File: src/rtl/check_sequencer.sv
`default_nettype none
// ============================================================================
// Module  : check_sequencer
// Purpose : Walks the channel self-test, samples per-channel pass bits and
//           sends the 64-bit status word to the Ethernet block over req/ack.
// Rev     : 1.0
// ============================================================================
module check_sequencer #(
  parameter int N_CH       = 8,
  parameter int SETTLE     = 100,
  parameter int TX_TIMEOUT = 4096
) (
  input  logic        clk_100Mz,
  input  logic        reset,
  input  logic        start,
  input  logic        auto_run,
  input  logic [7:0]  ready_channel,
  input  logic [7:0]  status_sum_addr_0_6_inz,
  input  logic [7:0]  status_sum_addr_7_8_zspa_ispr_kod,
  input  logic [7:0]  active_channel_res_ttl,
  input  logic        tx_ack,
  output logic [2:0]  j,
  output logic        drive_en,
  output logic [63:0] status_channel,
  output logic        tx_req,
  output logic        busy,
  output logic        done,
  output logic        timeout_err
);

  localparam int C_CMAX = (SETTLE > TX_TIMEOUT) ? SETTLE : TX_TIMEOUT;
  localparam int C_CW   = $clog2(C_CMAX + 1);
  localparam logic [7:0] C_CH_MASK = 8'((16'd1 << N_CH) - 16'd1);

  typedef enum logic [2:0] {
    ST_IDLE    = 3'd0,
    ST_SELECT  = 3'd1,
    ST_SETTLE  = 3'd2,
    ST_SAMPLE  = 3'd3,
    ST_GAP     = 3'd4,
    ST_PUBLISH = 3'd5,
    ST_SEND    = 3'd6,
    ST_DONE    = 3'd7
  } state_t;

  state_t            r_state;
  logic [C_CW-1:0]   r_cnt;
  logic [2:0]        r_j;
  logic              r_drive_en;
  logic [63:0]       r_status;
  logic              r_tx_req;
  logic              r_busy;
  logic              r_done;
  logic              r_timeout_err;
  logic [15:0]       r_run_count;
  logic [7:0]        r_sh_a, r_sh_s, r_sh_z, r_sh_r;

  logic              w_run_start;
  logic [7:0]        w_fail;
  logic [15:0]       w_rc_next;

  // Unused channels keep all-ones shadows; the mask also forces their F bits low.
  assign w_fail      = ~(r_sh_a & r_sh_s & r_sh_z & r_sh_r) & C_CH_MASK;
  assign w_rc_next   = r_run_count + 16'd1;
  assign w_run_start = ((r_state == ST_IDLE) && start) ||
                       ((r_state == ST_DONE) && auto_run);

  always_ff @(posedge clk_100Mz) begin
    if (reset) begin
      r_state       <= ST_IDLE;
      r_cnt         <= '0;
      r_j           <= 3'd0;
      r_drive_en    <= 1'b0;
      r_status      <= '1;
      r_tx_req      <= 1'b0;
      r_busy        <= 1'b0;
      r_done        <= 1'b0;
      r_timeout_err <= 1'b0;
      r_run_count   <= 16'd0;
      r_sh_a        <= '1;
      r_sh_s        <= '1;
      r_sh_z        <= '1;
      r_sh_r        <= '1;
    end else begin
      r_done <= 1'b0;
      case (r_state)
        ST_IDLE: ;
        ST_SELECT: begin
          r_cnt   <= C_CW'(SETTLE - 1);
          r_state <= ST_SETTLE;
        end
        ST_SETTLE: begin
          if (r_cnt == '0) r_state <= ST_SAMPLE;
          else             r_cnt   <= r_cnt - 1'b1;
        end
        ST_SAMPLE: begin
          r_sh_a[r_j] <= ready_channel[r_j];
          r_sh_s[r_j] <= status_sum_addr_0_6_inz[r_j];
          r_sh_z[r_j] <= status_sum_addr_7_8_zspa_ispr_kod[r_j];
          r_sh_r[r_j] <= active_channel_res_ttl[r_j];
          r_drive_en  <= 1'b0;
          r_state     <= ST_GAP;
        end
        ST_GAP: begin
          if (r_j == 3'(N_CH - 1)) begin
            r_state <= ST_PUBLISH;
          end else begin
            r_j        <= r_j + 3'd1;
            r_drive_en <= 1'b1;
            r_state    <= ST_SELECT;
          end
        end
        ST_PUBLISH: begin
          r_run_count <= w_rc_next;
          r_status    <= {r_sh_r, r_sh_s, r_sh_z, r_sh_a, w_rc_next, w_fail, 8'hA5};
          r_tx_req    <= 1'b1;
          r_cnt       <= '0;
          r_state     <= ST_SEND;
        end
        ST_SEND: begin
          // An ack on the expiry cycle still counts as a successful send.
          if (tx_ack) begin
            r_tx_req <= 1'b0;
            r_done   <= 1'b1;
            r_state  <= ST_DONE;
          end else if (r_cnt == C_CW'(TX_TIMEOUT - 1)) begin
            r_tx_req      <= 1'b0;
            r_done        <= 1'b1;
            r_timeout_err <= 1'b1;
            r_state       <= ST_DONE;
          end else begin
            r_cnt <= r_cnt + 1'b1;
          end
        end
        ST_DONE: begin
          r_busy  <= 1'b0;
          r_state <= ST_IDLE;
        end
        default: r_state <= ST_IDLE;
      endcase

      if (w_run_start) begin
        r_state       <= ST_SELECT;
        r_j           <= 3'd0;
        r_drive_en    <= 1'b1;
        r_busy        <= 1'b1;
        r_timeout_err <= 1'b0;
        r_sh_a        <= '1;
        r_sh_s        <= '1;
        r_sh_z        <= '1;
        r_sh_r        <= '1;
      end
    end
  end

  assign j              = r_j;
  assign drive_en       = r_drive_en;
  assign status_channel = r_status;
  assign tx_req         = r_tx_req;
  assign busy           = r_busy;
  assign done           = r_done;
  assign timeout_err    = r_timeout_err;

endmodule
`default_nettype wire

File: config.mk
export PLATFORM = sky130hd
export DESIGN_NAME = check_sequencer
export DESIGN_NICKNAME = d
export VERILOG_FILES = /design/src/rtl/check_sequencer.sv
export SDC_FILE = /design/constraint.sdc
export NUM_CORES = 1
export LEC_CHECK = 0
export CORE_MARGIN = 5
export CORE_UTILIZATION = 55
export DETAILED_ROUTE_END_ITERATION = 8
export DONT_BUFFER_PORTS = 1
export GPL_TIMING_DRIVEN = 0
export PLACE_DENSITY_LB_ADDON = 0.05
export SLEW_MARGIN = 20
export SYNTH_ARGS = -nofsm -noshare
export SYNTH_HDL_FRONTEND = slang
export SYNTH_SLANG_ARGS = --single-unit
File: constraint.sdc
create_clock -name clk_100Mz -period 2.4 [get_ports clk_100Mz]
set_input_delay 0.72 -clock clk_100Mz [delete_from_list [all_inputs] [get_ports clk_100Mz]]
set_output_delay 0.72 -clock clk_100Mz [all_outputs]
set_load 0.01 [all_outputs]
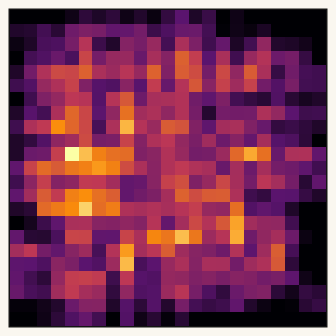
(run_1/route_heat.png)
23 x 23 tiles, from black (low) to pale yellow (high), scaled to the fullest tile. Values are wire area over tile area, all layers added.
17% of the tiles are over half the peak. The densest ninth of the die: left middle. The fullest tile reaches 0.64.
via count: 5,241
All-Layer GR Usage: 0.253
total wire length: 16,300 um

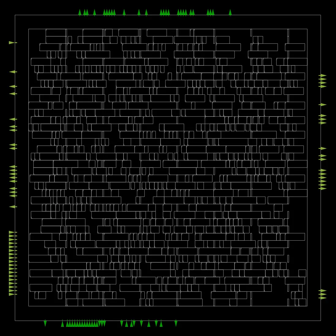
(run_1/placed.png)
register share of the cell area: 0.366
# fillers: 902

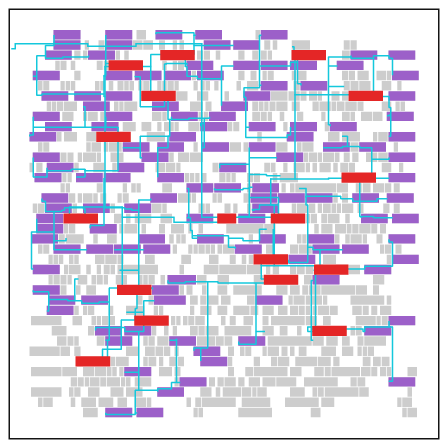
(run_1/clock_wires.png)
Purple shows flip-flops, count 129. Cyan shows clock wires, length 1,630 um. Red shows clock-net drivers, count 17.
There are 18 routed clock nets.
Setup Skew: 6.06 ps
Late-Pin Clk Latency: 530 ps

==> summary.txt, run 1 <==
run results: met1 usage 0.315, Top cells by area dfxtp_1, nand2_1, a21oi_1, nand3_1, ha_1, chip area in the Yosys report 5950 sq um, vias in the first global route a little over 5,000, Clock group 2.58 mW, cell taking the most area after synthesis dfxtp_1, # nets final just under 800, final setup vio count 3, WP buf/inv 2, delay-heaviest family, CP AND-OR/OR-AND gates, Placed Area 6230 sq um, worst reg2reg setup slack -130 ps, clock slew at reported path FFs 60 ps, fin worst setup slack -134 ps, failing checks negative setup slack, adder share 0.0349, M1 WL 6900 um, worst hold slack 431 ps, status finished, violations left, WS Path Type reg -> reg, Flop+latch power 2.23 mW, placed wire-length estimate 11,400 um, PortBufs 0, bufs w/o clock 60
==> run_1/gates.png <==
The bar under the picture is 20 um long.
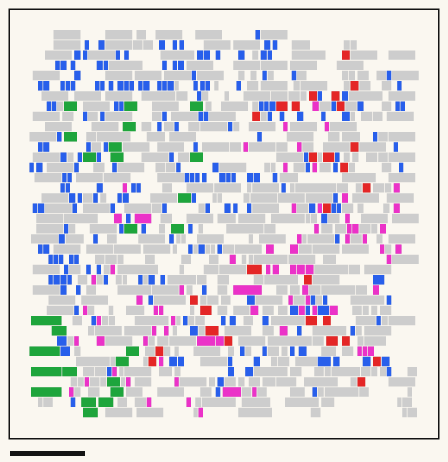

==> run 1 -> run 2 <==
CORE_MARGIN = default   (was 5)
CTS_BUF_LIST = sky130_fd_sc_hd__clkbuf_8   (was default)
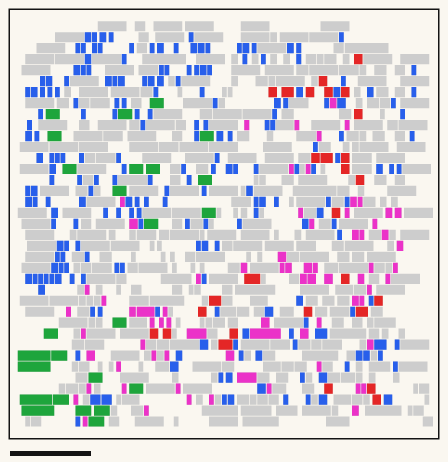
(run_2/gates.png)
The bar under the picture is 20 um long.
Blue shows nand cells, cells 215, most used nand2_1, where all over the die. Magenta shows nor cells, cells 74, most used nor2_1. Green shows mux cells, cells 25, most used mux2i_1. Red shows and/or cells, cells 28.
final std cells w/o fill: 883
logic share of the area: 0.481
most numerous logic cell after layout: nand2_1

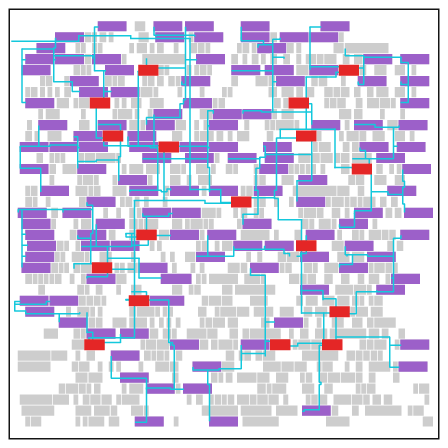
(run_2/clock_wires.png)
Cyan shows clock wires, length 1,520 um. Red shows clock-net drivers, count 17. Purple shows flip-flops, count 129.
There are 18 routed clock nets. Position of the flops: all over the die.
part of the power in the clock network: 0.401
Late-Pin Clk Latency: 440 ps
Setup Skew: 10.2 ps
Clock group: 1.96 mW

==> summary.txt, run 2 <==
run results: chip area in the Yosys report 5950 sq um, Most Used Layer, Global Route met2, PortBufs 0, slowest CP cell dfxtp_2, placed wire-length estimate ~11,000 um, routability cong. a little under 0.9, Peak Freq about 400 MHz, failing checks negative setup slack, Initial Util 0.571, delay-heaviest family, CP AND-OR/OR-AND gates, fin worst setup slack -71.6 ps, final setup vio count 1, status finished, violations left, met1 usage 0.351, global-route wire length before repair 24,600 um, bufs w/o clock 57, worst hold slack roughly 500 ps, Top cells by area dfxtp_1, nand2_1, a21oi_1, nand3_1, ha_1, # fillers 918, register share of the cell area 0.383, All-Layer GR Usage 0.281, Leak Pwr 2.84 nW, total wire length 15,100 um, # nets final 788, cell taking the most area after synthesis dfxtp_1, via count 5,227, adder share 0.0349, worst reg2reg setup slack -70 ps, routed vias/inst 5.92, combinational power share 0.143, M1 WL 6620 um, clock slew at reported path FFs 80 ps, Flop+latch power 2.22 mW
==> run_2/placed.png <==
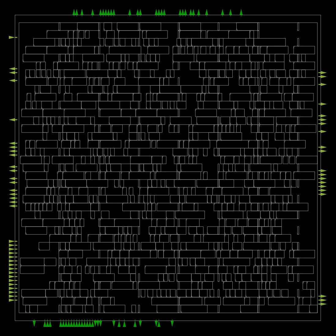

==> run 2 -> run 3 <==
clock period = 2.2 ns   (was 2.4 ns; I/O delays follow)
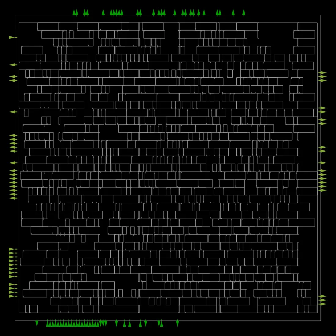
(run_3/placed.png)
FP Rows: 37
final std cells w/o fill: 891

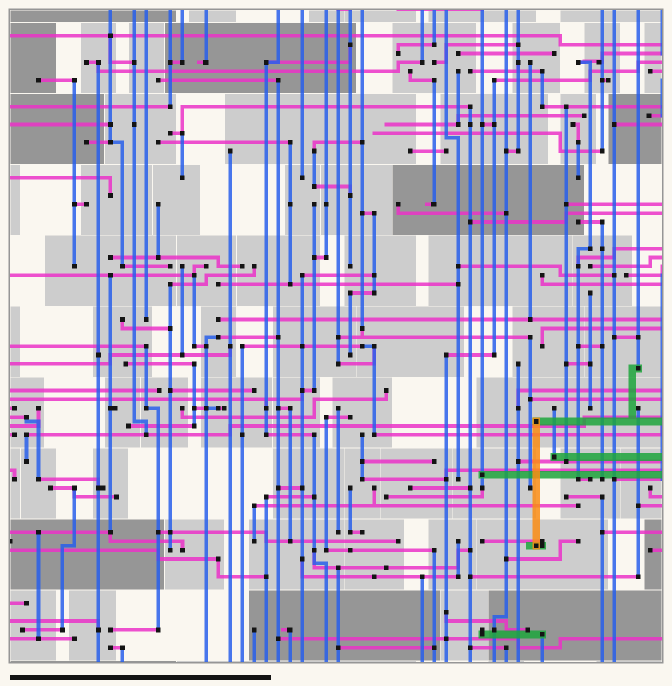
(run_3/closeup.png)
The bar under the picture is 10 um long. Window x 41 to 66, y 19 to 44 um. Cells in grey, sequential cells in the stronger grey; small squares are vias.
Magenta shows M1. Orange shows M4. Green shows M3. Blue shows M2.
Netlist names of flops here include r_cnt (3). 52 logic cells have their middle in the window. Sequential cells in the window: 5. Most frequent: dfxtp_1 (5), inv_1 (4), buf_4 (4).

==> summary.txt, run 3 <==
run results: status finished, violations left, failing checks negative setup slack, Clock group 1.98 mW, routability cong. 0.863, worst reg2reg setup slack -320 ps, Initial Util 0.571, Max Fanout on Critical Path 8, cell taking the most area after synthesis dfxtp_1, fin worst setup slack -317 ps, Top FF cell, synth dfxtp_1, All-Layer GR Usage 0.279, Placed Area 6230 sq um, multi-input gates about 520, via count 5,225, Late-Pin Clk Latency ~430 ps, bufs w/o clock 64, sequential power share 0.460, global-route wire length before repair 24,600 um, clock slew at reported path FFs 80 ps, Post-CTS Setup Inserts 10, worst hold slack approximately 480 ps, chip area in the Yosys report 5950 sq um, routed vias/inst 5.86, most numerous logic cell after layout nand2_1, WS Path Type reg -> reg, Hold Path Origin tx_ack, # nets final ~800, Most Used Layer, Global Route met2, vias in the first global route 5,104, end of the critical path r_cnt[12]$_SDFFE_PP0P_, part of the power in the clock network 0.376, Post-synth EDFFs 0, met1 usage 0.341, Leak Pwr 2.89 nW, placed wire-length estimate 10,600 um, Setup Skew 14.4 ps, slowest CP cell a221o_1, adder share 0.0349, register share of the cell area 0.375, Flop+latch power 2.43 mW, CP cell instances nor2b_4, and2_4, clkinvlp_4, buf_12, buf_8, ha_4, a221o_1, and2_4, and3b_1, o31a_1, a221o_1, DRT iter0 DRCs 231, final setup vio count 6, CP Launch Point r_state[1]$_SDFFE_PP0P_, combinational power share 0.164, total wire length 15,400 um, Peak Freq 397 MHz, logic share of the area 0.486, delay-heaviest family, CP AND-OR/OR-AND gates
Power is estimated from default activity; no workload was simulated.
